`src/rtl/ahbl_apb_pkg.sv`:
```
// Shared types and constants for the AHB-Lite to APB3 bridge.
// State encoding, HTRANS/HRESP codes, slave-index width helper.
package ahbl_apb_pkg;

  typedef enum logic [2:0] {
    IDLE,
    SETUP,
    ACCESS,
    ERR1,
    ERR2
  } state_e;

  localparam logic [1:0] HTRANS_IDLE   = 2'b00;
  localparam logic [1:0] HTRANS_BUSY   = 2'b01;
  localparam logic [1:0] HTRANS_NONSEQ = 2'b10;
  localparam logic [1:0] HTRANS_SEQ    = 2'b11;

  localparam logic HRESP_OKAY  = 1'b0;
  localparam logic HRESP_ERROR = 1'b1;

  function automatic int idx_w(input int n);
    return (n <= 2) ? 1 : $clog2(n);
  endfunction

endpackage

```
`src/rtl/apb_rsp_mux.sv`:
```
// Selects one slave's PRDATA/PREADY/PSLVERR by the latched slave index.
// Ports: idx, prdata/pready/pslverr (all slaves) -> rdata, ready, err.
module apb_rsp_mux #(
  parameter int NUM_SLV = 16,
  parameter int DATA_W  = 32,
  parameter int IDX_W   = 4
) (
  input  logic [IDX_W-1:0]          idx,
  input  logic [NUM_SLV*DATA_W-1:0] prdata,
  input  logic [NUM_SLV-1:0]        pready,
  input  logic [NUM_SLV-1:0]        pslverr,
  output logic [DATA_W-1:0]         rdata,
  output logic                      ready,
  output logic                      err
);

  always_comb begin
    rdata = '0;
    ready = 1'b0;
    err   = 1'b0;
    for (int k = 0; k < NUM_SLV; k++) begin
      if (idx == IDX_W'(k)) begin
        rdata = prdata[k*DATA_W +: DATA_W];
        ready = pready[k];
        err   = pslverr[k];
      end
    end
  end

endmodule

```
`src/rtl/ahbl_apb_bridge_gen.sv`:
```
// Parametrised AHB-Lite slave to APB3 master bridge, registered outputs.
// AHB: HSEL/HADDR/HTRANS/HWRITE/HWDATA in, HREADYOUT/HRESP/HRDATA out.
// APB: PSEL/PADDR/PENABLE/PWRITE/PWDATA out, per-slave PRDATA/PREADY/PSLVERR in.
// Optional PREADY timeout: define APB_TIMEOUT_EN.
module ahbl_apb_bridge_gen
  import ahbl_apb_pkg::*;
#(
  parameter int ADDR_W       = 32,
  parameter int DATA_W       = 32,
  parameter int NUM_SLV      = 16,
  parameter int SLV_ADDR_LSB = 8,
  parameter int PADDR_W      = 8,
  parameter int TIMEOUT_CYC  = 255
) (
  input  logic                      HCLK,
  input  logic                      HRESETN,
  input  logic                      HSEL,
  input  logic [ADDR_W-1:0]         HADDR,
  input  logic [1:0]                HTRANS,
  input  logic                      HWRITE,
  input  logic [2:0]                HSIZE,
  input  logic [DATA_W-1:0]         HWDATA,
  input  logic                      HREADYIN,
  output logic                      HREADYOUT,
  output logic                      HRESP,
  output logic [DATA_W-1:0]         HRDATA,
  output logic [NUM_SLV-1:0]        PSEL,
  output logic [PADDR_W-1:0]        PADDR,
  output logic                      PENABLE,
  output logic                      PWRITE,
  output logic [DATA_W-1:0]         PWDATA,
  input  logic [NUM_SLV*DATA_W-1:0] PRDATA,
  input  logic [NUM_SLV-1:0]        PREADY,
  input  logic [NUM_SLV-1:0]        PSLVERR
);

  localparam int IDX_W = idx_w(NUM_SLV);
  localparam logic [IDX_W:0] NUM_V = (IDX_W+1)'(NUM_SLV);

  state_e             state;
  logic [IDX_W-1:0]   idx_q;
  logic [IDX_W-1:0]   hidx;
  logic               accept;
  logic               hit;
  logic [NUM_SLV-1:0] sel_next;
  logic [DATA_W-1:0]  sel_rdata;
  logic               sel_ready;
  logic               sel_err;
  logic               unused_in;

  assign hidx   = HADDR[SLV_ADDR_LSB +: IDX_W];
  assign accept = HSEL & HREADYIN & HTRANS[1] & HREADYOUT;
  assign hit    = {1'b0, hidx} < NUM_V;

  always_comb begin
    sel_next = '0;
    for (int k = 0; k < NUM_SLV; k++) begin
      sel_next[k] = (hidx == IDX_W'(k));
    end
  end

  apb_rsp_mux #(
    .NUM_SLV (NUM_SLV),
    .DATA_W  (DATA_W),
    .IDX_W   (IDX_W)
  ) u_rsp_mux (
    .idx     (idx_q),
    .prdata  (PRDATA),
    .pready  (PREADY),
    .pslverr (PSLVERR),
    .rdata   (sel_rdata),
    .ready   (sel_ready),
    .err     (sel_err)
  );

`ifdef APB_TIMEOUT_EN
  localparam int CNT_W = $clog2(TIMEOUT_CYC + 1);
  localparam logic [CNT_W-1:0] TMO_LAST = CNT_W'(TIMEOUT_CYC - 1);
  logic [CNT_W-1:0] cnt;
  assign unused_in = ^{HSIZE, HTRANS[0], HADDR};
`else
  assign unused_in = ^{HSIZE, HTRANS[0], HADDR, (TIMEOUT_CYC == 0)};
`endif

  always_ff @(posedge HCLK or negedge HRESETN) begin
    if (!HRESETN) begin
      state     <= IDLE;
      idx_q     <= '0;
      PSEL      <= '0;
      PENABLE   <= 1'b0;
      PWRITE    <= 1'b0;
      PADDR     <= '0;
      PWDATA    <= '0;
      HREADYOUT <= 1'b1;
      HRESP     <= HRESP_OKAY;
      HRDATA    <= '0;
`ifdef APB_TIMEOUT_EN
      cnt       <= '0;
`endif
    end else begin
      unique case (state)
        // ERR2 already shows HREADYOUT=1, so it may accept like IDLE
        IDLE, ERR2: begin
          state     <= IDLE;
          HREADYOUT <= 1'b1;
          HRESP     <= HRESP_OKAY;
          if (accept && hit) begin
            state     <= SETUP;
            HREADYOUT <= 1'b0;
            PSEL      <= sel_next;
            PADDR     <= HADDR[PADDR_W-1:0];
            PWRITE    <= HWRITE;
            idx_q     <= hidx;
          end else if (accept) begin
            state     <= ERR1;
            HREADYOUT <= 1'b0;
            HRESP     <= HRESP_ERROR;
          end
        end
        SETUP: begin
          state   <= ACCESS;
          PENABLE <= 1'b1;
          // HWDATA is only valid in the data phase
          PWDATA  <= HWDATA;
`ifdef APB_TIMEOUT_EN
          cnt     <= '0;
`endif
        end
        ACCESS: begin
          if (sel_ready) begin
            PSEL    <= '0;
            PENABLE <= 1'b0;
            if (sel_err) begin
              state <= ERR1;
              HRESP <= HRESP_ERROR;
            end else begin
              state     <= IDLE;
              HREADYOUT <= 1'b1;
              if (!PWRITE) HRDATA <= sel_rdata;
            end
          end
`ifdef APB_TIMEOUT_EN
          else if (cnt == TMO_LAST) begin
            PSEL    <= '0;
            PENABLE <= 1'b0;
            state   <= ERR1;
            HRESP   <= HRESP_ERROR;
          end else begin
            cnt <= cnt + 1'b1;
          end
`endif
        end
        ERR1: begin
          state     <= ERR2;
          HREADYOUT <= 1'b1;
          HRESP     <= HRESP_ERROR;
        end
        default: state <= IDLE;
      endcase
    end
  end

endmodule
```
`config.mk`:
```
export PLATFORM = sky130hd
export DESIGN_NAME = ahbl_apb_bridge_gen
export DESIGN_NICKNAME = d
export VERILOG_FILES = /design/src/rtl/ahbl_apb_pkg.sv /design/src/rtl/apb_rsp_mux.sv /design/src/rtl/ahbl_apb_bridge_gen.sv
export SDC_FILE = /design/constraint.sdc
export NUM_CORES = 1
export LEC_CHECK = 0
export ABC_AREA = 1
export CORE_AREA = 2 2 278 280
export DETAILED_ROUTE_END_ITERATION = 8
export DIE_AREA = 0 0 280 282
export SYNTH_ARGS = -nofsm -noshare
export SYNTH_HDL_FRONTEND = slang
export SYNTH_SLANG_ARGS = --single-unit
```
`constraint.sdc`:
```
create_clock -name HCLK -period 3.15 [get_ports HCLK]
set_input_delay 0.315 -clock HCLK [delete_from_list [all_inputs] [get_ports HCLK]]
set_output_delay 0.315 -clock HCLK [all_outputs]
set_load 0.01 [all_outputs]
```
==> impl_metrics.yaml, run 1 <==
# flow metrics
status:
  outcome: "completed"
critical_path:
  critPathLaunchType: "register"
  worst-endpoint-arrival_ps: 3300
  r2r_end: "HRDATA[2]"
  crit_end: "HRDATA[2]"
  cp_top_family: "simple AND/OR/NAND/NOR gates"
  worstPathCellList: "nand2_2, inv_1, nand2_1, clkinv_1, buf_6, buf_4, a21oi_1, nand4_1, o21ai_1, nand4_1, nor3_4, nand4_1, nand2_1, nand2_1"
  cpPeakStageDelay_ps: 440
power:
  peakVddDrop_v: 0.000567
  power.total_uw: 12900
  power_frac_comb_pct: 74.8
  p_seq_share_pct: 16.1
  pg_comb_uw: 9670
  p_per_area_mw_per_mm2: 768
drt:
  routed_wl_um: 64300
  wl_met1_um: 26000
  top_layer_used: "met5"
  first_pass_iters: 6
sta:
  tightest_slew_ps: 1080
  whs_ps: 465
  clock.fmax_mhz: 331
  fin_tns_setup_ps: 0
  timing.slew.headroom_pct: 27.5
cells_and_area:
  signal_buffers: 763
  sh_seq_area_pct: 14.7
  logic_area_mm2: 0.00488
  layout_top_cell: "clkdlybuf4s50_1"
  reg_top3: "HRDATA (32), PWDATA (32), PSEL (16)"
  buffer_area_share_pct: 45.1
  largestClassByArea: "buffers"
  regArea_mm2: 0.00248
  post-route-util_pct: 22.2
  final-clk-cell-share_pct: 1.72
grt:
  busiest_layer: "met2"
  antenna_found_initial: 13
  use_met3_pct: 4.62
  gr-total-overflow: 0
  grt_pass1_wl_um: 85300
yosys:
  yosys_warnings: 0
  adder_share_pct: 0
  synth_top_flop_cell: "dfrtp_1"
  ys_seq_share_pct: 31.6
  ys_cells: 1301
  ys_chip_area_mm2: 0.00785
  synth-edff-count: 0
  post-synth-top-area-cell: "dfrtp_1"
  area_leaders: "dfrtp_1, nand2_1, nand4_1"
  ys_sh_aoi_pct: 10.4
die:
  io_pins: 710
  fp.dieH_um: 282
  initCoreUtil_pct: 10.4
  core_area_mm2: 0.0757
cts:
  cts_setup_buffers: 0
  clock_latency_ps: 390
  cts-root-buf: "clkbuf_16"
  clk_pin_slew_worst_paths_ps: 80
  cts_sinks: 99
  tritoncts: "yes"
placed_design:
  dpl-instance-area_mm2: 0.0164
### Wiring by layer, run 1

Only two layers are drawn.
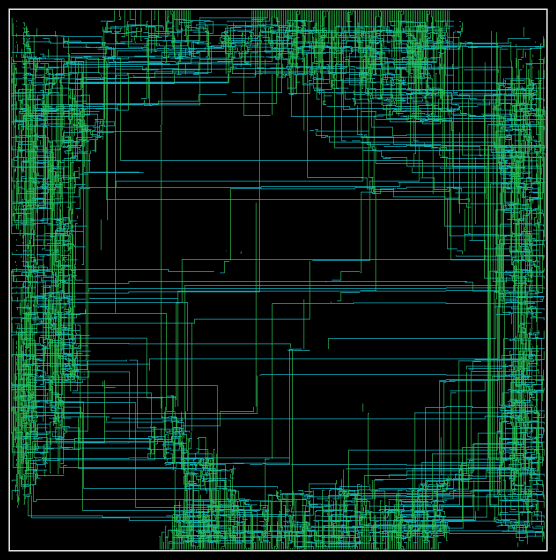
| layer | color | wire length |
|---|---|---|
| met1 | cyan | 26.0 mm |
| met2 | green | 30.5 mm |

### Gate families picked out, run 1

Bar = 100 um.
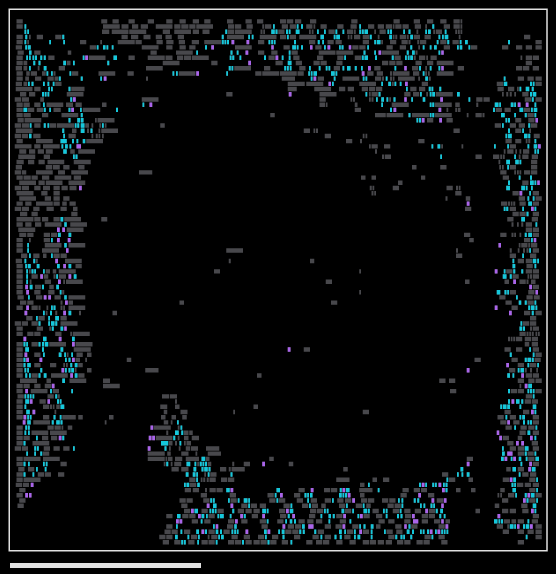
| family | color | cells | where |
|---|---|---|---|
| inverting AOI/OAI gates | purple | 162 | all over the die |
| NAND gates | cyan | 709 | all over the die |

### I/O pins on the die edge, run 1

Pins as bars across the die edge, other pins in gray.
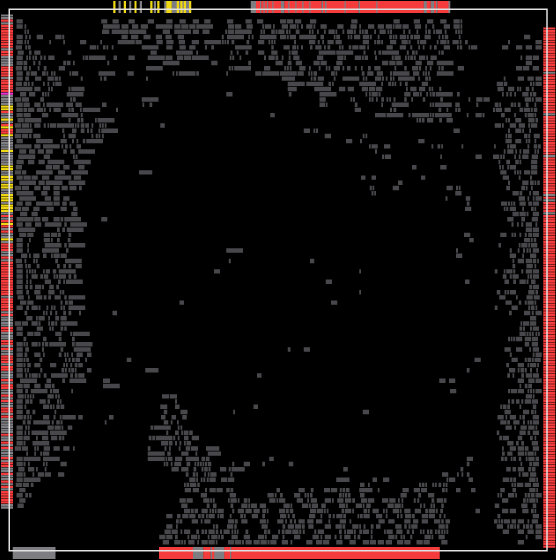
| port | color | pins | direction | edge |
|---|---|---|---|---|
| HREADYOUT | magenta | 1 | output | west |
| HWDATA | yellow | 32 | input | 20 west, 12 north |
| PRDATA | red | 512 | input | 194 east, 145 south, 89 north, 84 west |

==> run 1 -> run 2 <==
--- a/config.mk
+++ b/config.mk
@@ -6,6 +6,7 @@
 export NUM_CORES = 1
 export LEC_CHECK = 0
 export ABC_AREA = 1
+export ABC_CLOCK_PERIOD_IN_PS = 3150
 export CORE_AREA = 2 2 278 280
 export DETAILED_ROUTE_END_ITERATION = 8
 export DIE_AREA = 0 0 280 282
==> run 2 against run 1 <==
Global-route usage did not move. Worst hold slack did not move. Die size did not move. Non-clock buffer count did not move. Critical endpoint unchanged. Highest routed layer unchanged.
==> impl_metrics.yaml, run 2 <==
# flow metrics
critical_path:
  cp_top_family: "simple AND/OR/NAND/NOR gates"
  crit_end: "HRDATA[2]"
  critPathLaunchType: "register"
  cpPeakStageDelay_ps: 440
  worst-endpoint-arrival_ps: 3300
  r2r_end: "HRDATA[2]"
placed_design:
  dpl-instance-area_mm2: 0.0164
sta:
  timing.slew.headroom_pct: 27.5
cells_and_area:
  buffer_area_share_pct: 45.1
  logic_area_mm2: 0.00488
  largestClassByArea: "buffers"
  regArea_mm2: 0.00248
  signal_buffers: 763
  reg_top3: "HRDATA (32), PWDATA (32), PSEL (16)"
yosys:
  yosys_warnings: 0
  ys_cells: 1301
  ys_chip_area_mm2: 0.00785
  post-synth-top-area-cell: "dfrtp_1"
  synth-edff-count: 0
  synth_top_flop_cell: "dfrtp_1"
  adder_share_pct: 0
drt:
  wl_met1_um: 26000
  first_pass_iters: 6
  top_layer_used: "met5"
grt:
  grt_pass1_wl_um: 85300
  use_met3_pct: 4.62
  antenna_found_initial: 13
cts:
  clk_pin_slew_worst_paths_ps: 80
  cts_setup_buffers: 0
  tritoncts: "yes"
  cts_sinks: 99
status:
  outcome: "completed"
power:
  pg_comb_uw: 9670
  power.total_uw: 12900
  p_per_area_mw_per_mm2: 768
die:
  io_pins: 710
  core_area_mm2: 0.0757
  initCoreUtil_pct: 10.4
### Gate families picked out, run 2

Bar = 100 um.
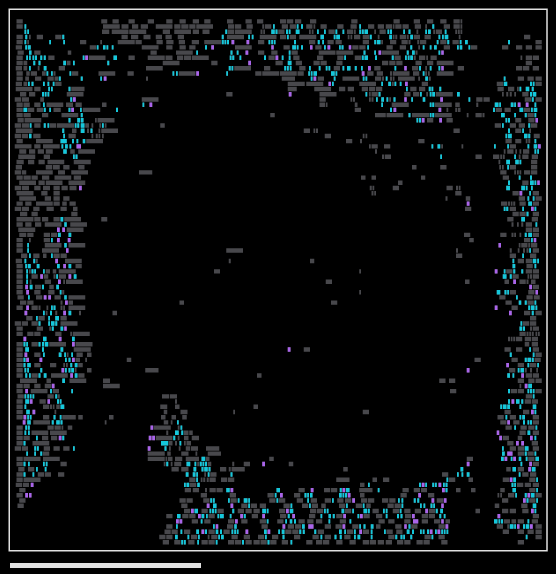
logic gate fraction of the total cell area: 29.0%
Post-Layout Cell Count: 2,997
Commonest Layout Cell: clkdlybuf4s50_1

### I/O pins on the die edge, run 2

Pins as bars across the die edge, other pins in gray.
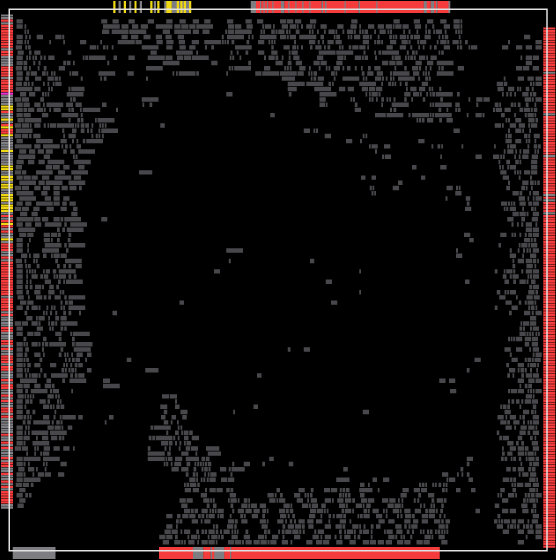
Port Buffer Count: 685
die outline width: 280 um
Die H: 282 um

==> run 2 -> run 3 <==
--- a/config.mk
+++ b/config.mk
@@ -7,9 +7,9 @@
 export LEC_CHECK = 0
 export ABC_AREA = 1
 export ABC_CLOCK_PERIOD_IN_PS = 3150
-export CORE_AREA = 2 2 278 280
+export CORE_AREA = 3 3 279 281
 export DETAILED_ROUTE_END_ITERATION = 8
-export DIE_AREA = 0 0 280 282
+export DIE_AREA = 0 0 282 284
 export SYNTH_ARGS = -nofsm -noshare
 export SYNTH_HDL_FRONTEND = slang
 export SYNTH_SLANG_ARGS = --single-unit
==> run 3 against run 2 <==
Maximum frequency down 0.77%. Sequential cell count unchanged. Via count up 1.2%. Synthesized cell count unchanged. Non-clock buffer count up 11. Combinational power up 1%. Global-route usage about the same. Worst setup slack worse by 23 ps. Sequential share of layout area about the same. Die size up 1.4%. Final area up 0.24%. Sequential power about the same. Largest power group unchanged. Critical path type unchanged.
==> impl_metrics.yaml, run 3 <==
# flow metrics
status:
  outcome: "completed"
cells_and_area:
  antennaDiodeCount: 1
  final_cell_area_mm2: 0.0169
  layout_top_cell: "clkdlybuf4s50_1"
  lay_top_cells: "clkdlybuf4s50_1, nand2_1, nor2_1"
  sh_seq_area_pct: 14.7
  nNetsFinal: 2639
  regArea_mm2: 0.00248
  fill_cells: 8561
  largestClassByArea: "buffers"
  signal_buffers: 774
  reg_top3: "HRDATA (32), PWDATA (32), PSEL (16)"
  nMultiInputCombCells: 1043
  logic_area_mm2: 0.00484
  buffer_area_share_pct: 45.4
yosys:
  adder_share_pct: 0
  ys_top_cells_by_count: "nand2_1, nor2_1, dfrtp_1"
  ys_chip_area_mm2: 0.00785
  ys_cells: 1301
  yosys_warnings: 0
  top_cell_area_share_pct: 31.2
  ys_seq_share_pct: 31.6
  synthCells: 1301
  post-synth-top-area-cell: "dfrtp_1"
  xor_share_pct: 0
  syn-cell-area_mm2: 0.00785
  synth_top_flop_cell: "dfrtp_1"
  area_leaders: "dfrtp_1, nand2_1, nand4_1"
  synth-edff-count: 0
die:
  core_area_mm2: 0.0757
  floorplan.rows: 101
  initCoreUtil_pct: 10.4
  fp.dieH_um: 284
  io_pins: 710
  chipArea_mm2: 0.0801
  dieWidth_um: 282
critical_path:
  crit_end: "HRDATA[19]"
  cp_common_cell: "nand2_1"
  worstPathCellList: "inv_1, buf_4, nand2_1, nor2_4, nand2_1, nand3_1, a21oi_2, nand4_1, o21ai_1, nand4_1, buf_6, nor3_2, buf_4, nand4_1, nand2_1, nand2_1"
  r2r_cells: 16
  cpPeakStageDelay_ps: 370
  r2r_start: "idx_q[0]"
  r2r_end: "HRDATA[19]"
  cp_data_required_time_ps: 3440
  path_buffers: 4
  critPathLaunchType: "register"
  rrSetupSlack_ps: 110
  crit_slowest_cell: "dfrtp_1"
  crit_start: "idx_q[0]"
  cp_top_family: "simple AND/OR/NAND/NOR gates"
  crit_path_max_fanout: 25
  worst-endpoint-arrival_ps: 3330
  path_class: "register to register"
sta:
  min_period_ps: 3040
  clock.fmax_mhz: 329
  timing.slew.headroom_pct: 39.2
  hold_violations: 0
  tightest_slew_ps: 903
  maxSlewViolCount: 0
cts:
  clock_latency_ps: 390
  tritoncts: "yes"
  clk_pin_slew_worst_paths_ps: 90
  cts_setup_buffers: 0
  ctsHoldBuffers: 1
  htree_levels: 3
  cts.repair.resized: 1
grt:
  use_met3_pct: 4.92
  grt_pass1_vias: 11640
  busiest_layer: "met2"
  grt_pass1_wl_um: 86200
  antenna_found_initial: 18
placed_design:
  dpl-instance-area_mm2: 0.0165
  dp_hpwl_um: 55900
  numPortBuffers: 685
  post-place-cells: 2987
power:
  p_per_area_mw_per_mm2: 775
  top_power_group: "combinational logic"
  pg_comb_uw: 9780
  clkPwrFrac_pct: 9.5
  power.total_uw: 13100
  p_sw_share_pct: 53.1
  peakVddDrop_v: 0.000506
flow_run:
  drv_cap: 0
hold_path:
  hp-class: "input port to register"
drt:
  first_pass_iters: 5
  drt_iter0_drc: 504
  top_layer_used: "met5"
  routed_wl_um: 65700
  wl_met1_um: 26100
### Clock nets, run 3

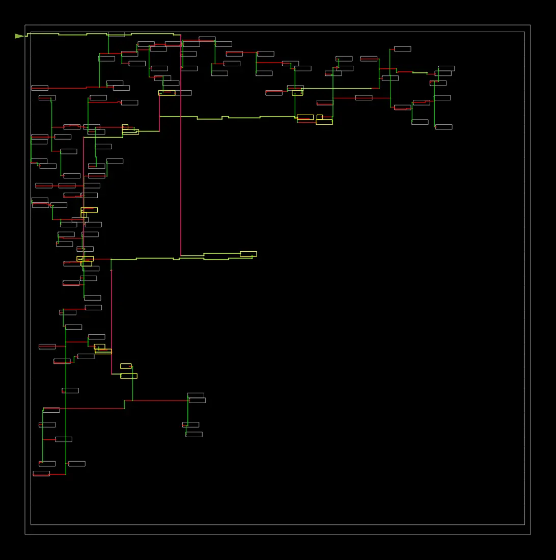
total CTS buffers: 9
clock sinks: 99
clock-net power: 1240 uW

### Gate families picked out, run 3

Bar = 100 um.
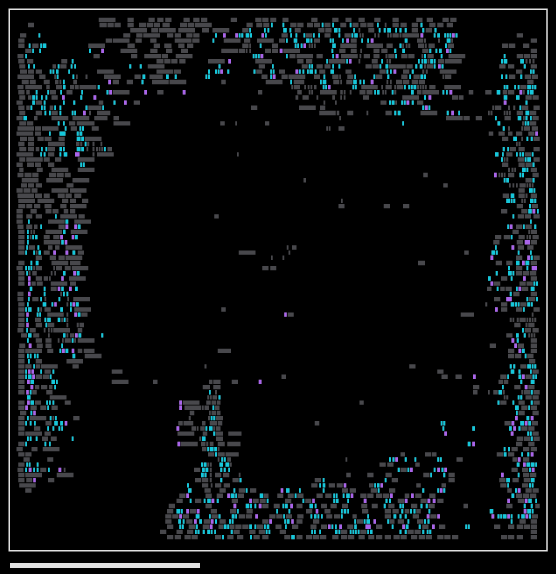
Post-Layout Cell Count: 3,005
logic gate fraction of the total cell area: 28.7%

No activity file was given, so power comes from the tool's default toggle rates.
